Design lsu_mem_port_flat, sky130hd; sources not shown.
clocks.png
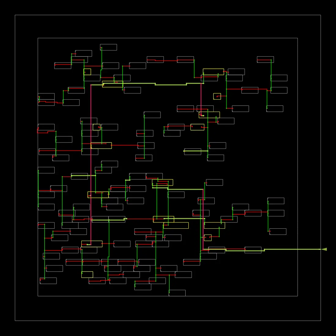
CTS buffer count: 9
P_clk: 0.00151 W
Insertion Delay late pin: 350 ps
clk sinks: 108

io_placement.png
Scale: 2 px per µm. Pins as bars across the die edge, other pins in gray.
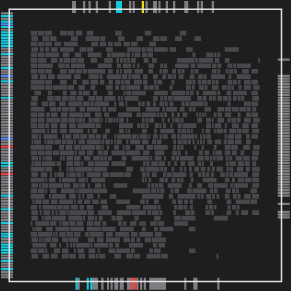
[bus_mem_wmask] red | pins: 4 | direction: output | edge: 2 left, 2 bottom
[bus_req_addr] cyan | pins: 32 | direction: input | edge: 26 left, 3 top, 3 bottom
[bus_resp_fault] yellow | pins: 1 | direction: output | edge: top
[bus_req_funct3] blue | pins: 3 | direction: input | edge: left
all pins by edge: 98 left, 50 right, 35 bottom, 23 top
die width: 135 µm
Port Buf Inserts: 203
die height: 135 µm

layer_met2.png
Scale: 3 px per µm.
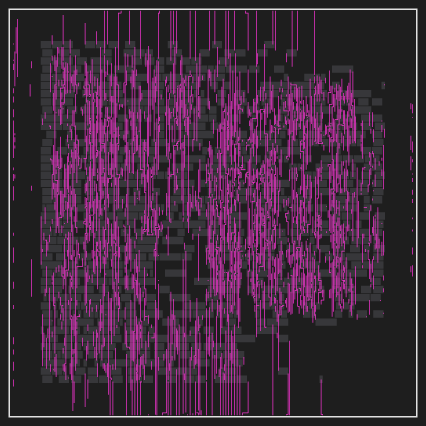
wire length on this layer: 9950 µm
share of all routed wire: 46%
longest straight run: 55.8 µm
main direction: vertical
nets with wire on the layer: 866
GR Layer Usage met2: 35.8%
via count: 6561
WL final: 21700 µm

clk_routes.png
Scale: 4 px per µm.
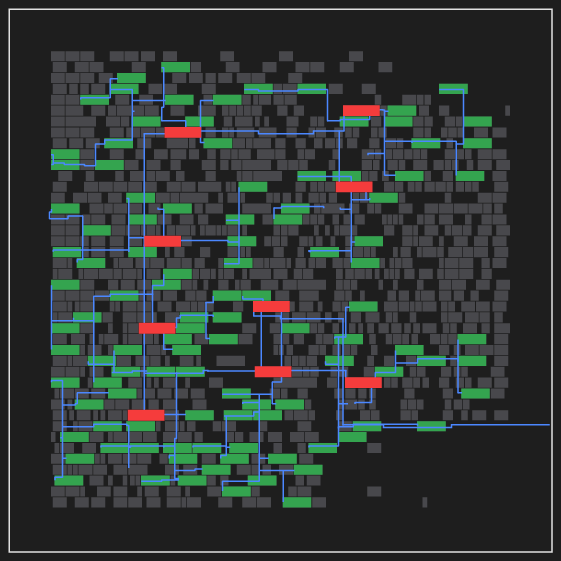
[clock wires] blue | length: 1300 µm
[clock drivers] red | count: 9
[flip-flops] green | count: 108
routed clock nets: 10
Clk pwr share: 26.8%

==> impl_metrics.toml <==
# physical design summary
[status]
outcome = "finished, final reports clean"

[floorplan]
core-area_um2 = 13100
row_count = 42
fp.dieArea_um2 = 18300
ios = 206
fp_util_pct = 47.6

[detailed_routing]
dr.pass1.iters = 5
drt_iter0_markers = 646
vias_per_cell = 5.95
drc = 0
ant_nets = 0
routedWlPerCell_um = 19.7

[final_timing]
timing.final.crit_share_pct = 94.3
rsz0062_at_grt = "false"
fin_ws_ps = 142
hold_ws_ps = 390
setup_viol = 0
slew-limit-headroom_pct = 22.5
worstMarginPinSlew_ps = 1160
hold_viol = 0
fin_crit_ps = 2360
fmax_mhz = 424
finalSetupTns_ps = 0
report.final.slew_viol_count = 0

[worst_setup_path]
critPathKind = "flip-flop to primary output"
cp.required_ps = 2200
crit_fanout = 40
r2r_setup_slack_ps = 180
r2r.worst_path.cells = 7
arrival_ps = 2060
end_kind = "primary output"
start_kind = "flip-flop"

[pwr]
power.internal_w = 0.00354
power.net_switching_w = 0.00212
power_w = 0.00565
combPwrFrac_pct = 37.1
leakage_nw = 3.36
swShare_pct = 37.4
power.density_nw_per_um2 = 648
peakVddDrop_v = 0.000427
seqPwrFrac_pct = 36.1

[layout]
fin_nets = 1031
insertedDiodeCount = 0
syn_to_final_growth_pct = 39.5
layout.cells.most_common = "clkdlybuf4s50_1"
finish.utilization_pct = 66.4
drive_above_1_share_pct = 6.90
final_cell_mix = "clkdlybuf4s50_1 (202), dfxtp_1 (108), nand2_1 (93)"

[hold_path]
hp-class = "input pin to flip-flop"
min_path_cells = 3

[yosys]
async_flop_share_pct = 0
ys.flop_type = "dfxtp_1"
ys_types = 49
edf_count = 0
yosys_cells = 766
yosys_area_um2 = 6250
synth_seq_share_pct = 34.6
netlist_instances = 766
yosys_warnings = 6
syn_area_um2 = 6250
syn_area_per_cell_um2 = 8.16
synth-seq-cells = 108

[cts]
clk_pin_slew_ps = 70
cts-root-buf = "clkbuf_16"
cts_max_path_buffers = 2
h-tree-depth = 3
cts_tree = "yes"

[global_route]
antenna_found_initial = 0
grt_pass1_wl_um = 33700
grt_max_degree = 112
grt_pass1_vias = 6270
grt_usage_pct = 22.5
overflow = 0

[placement]
finalWeightedCongestion = 0.878
place_worst_setup_slack_ps = 102
dp_hpwl_um = 15400

[run]
max-cap-violations = 0
tool_warnings = 33
[kinds of logic (layout without fill, tap and decap cells)]
family	count (synthesis)	count (layout)	synth area share (%)
other	1	2	0.0600
muxes	74	74	11.8
buffers and inverters	93	253	6.97
AOI/OAI and AO/OA	178	178	20.4
adders and majority gates	6	6	1.20
DFF	108	108	34.6
and+or+nand+nor	306	306	24.9
[synth_stat cells (3+ instances only)]
cell      number  area, µm²
dfxtp_1      108       2160
nand2_1       93        349
mux2i_1       74        741
nand3_1       66        330
clkbuf_1      53        199
a211oi_1      46        345
o211ai_1      41        308
o21ai_0       41        205
nor3_1        33        165
or3_1         33        206
nor2_1        20       75.1
buf_2         18       90.1
and3_1        17        106
nand4_1       16        100
o211a_1       16        160
a21oi_1       11       55.1
buf_4         10       75.1
nor2b_1        9       56.3
a21boi_0       7       52.6
ha_1           6       75.1
inv_1          5       18.8
buf_1          4       15.0
nand2b_1       3       18.8
[through the flow]
step | std cells | cell area (µm²)
6_report | 1103 | 8720
5_1_grt | 1103 | 8720
4_1_cts | 1103 | 8710
3_5_place_dp | 1087 | 8390
3_3_place_gp | 1087 | 8390
2_1_floorplan | 767 | 6250
[worst max-delay path: stages (launching register included)]
cell and delay [ps]:
dfxtp_1 370, inv_1 120, ha_1 180, buf_4 410, clkdlybuf4s50_1 630
[layout make-up]
class | count | area (µm²)
Fill cell | 1072 | 4420
Multi-Input combinational cell | 566 | 3670
Timing Repair Buffer | 232 | 2330
Sequential cell | 108 | 2160
Clock buffer | 10 | 239
Tap cell | 176 | 220
Clock inverter | 6 | 81.3
Inverter | 5 | 18.8
[per-layer routing]
metal	GRT usage [%]	up-vias	wire length (µm)
met3	11.5	29	2940
li1	-	3118	-
met5	0	-	0
met1	26.2	3085	8490
met4	5.74	0	351
met2	35.8	329	9950
[power groups by stage]
stage	combinational (W)	clock, W	sequential, W
after global routing	0.00226	0.00162	0.00206
after floorplan	0.00120	0	0.00209
after detailed placement	0.00205	0	0.00208
after CTS	0.00206	0.00155	0.00204
final	0.00210	0.00151	0.00204
after global placement	0.00202	0	0.00208
[what timing repair did]
item,CTS,global route
hold buffers,0,0
buffers inserted,0,0
setup endpoints to repair,0,3
resized,0,1
No activity file was given, so power comes from the tool's default toggle rates.
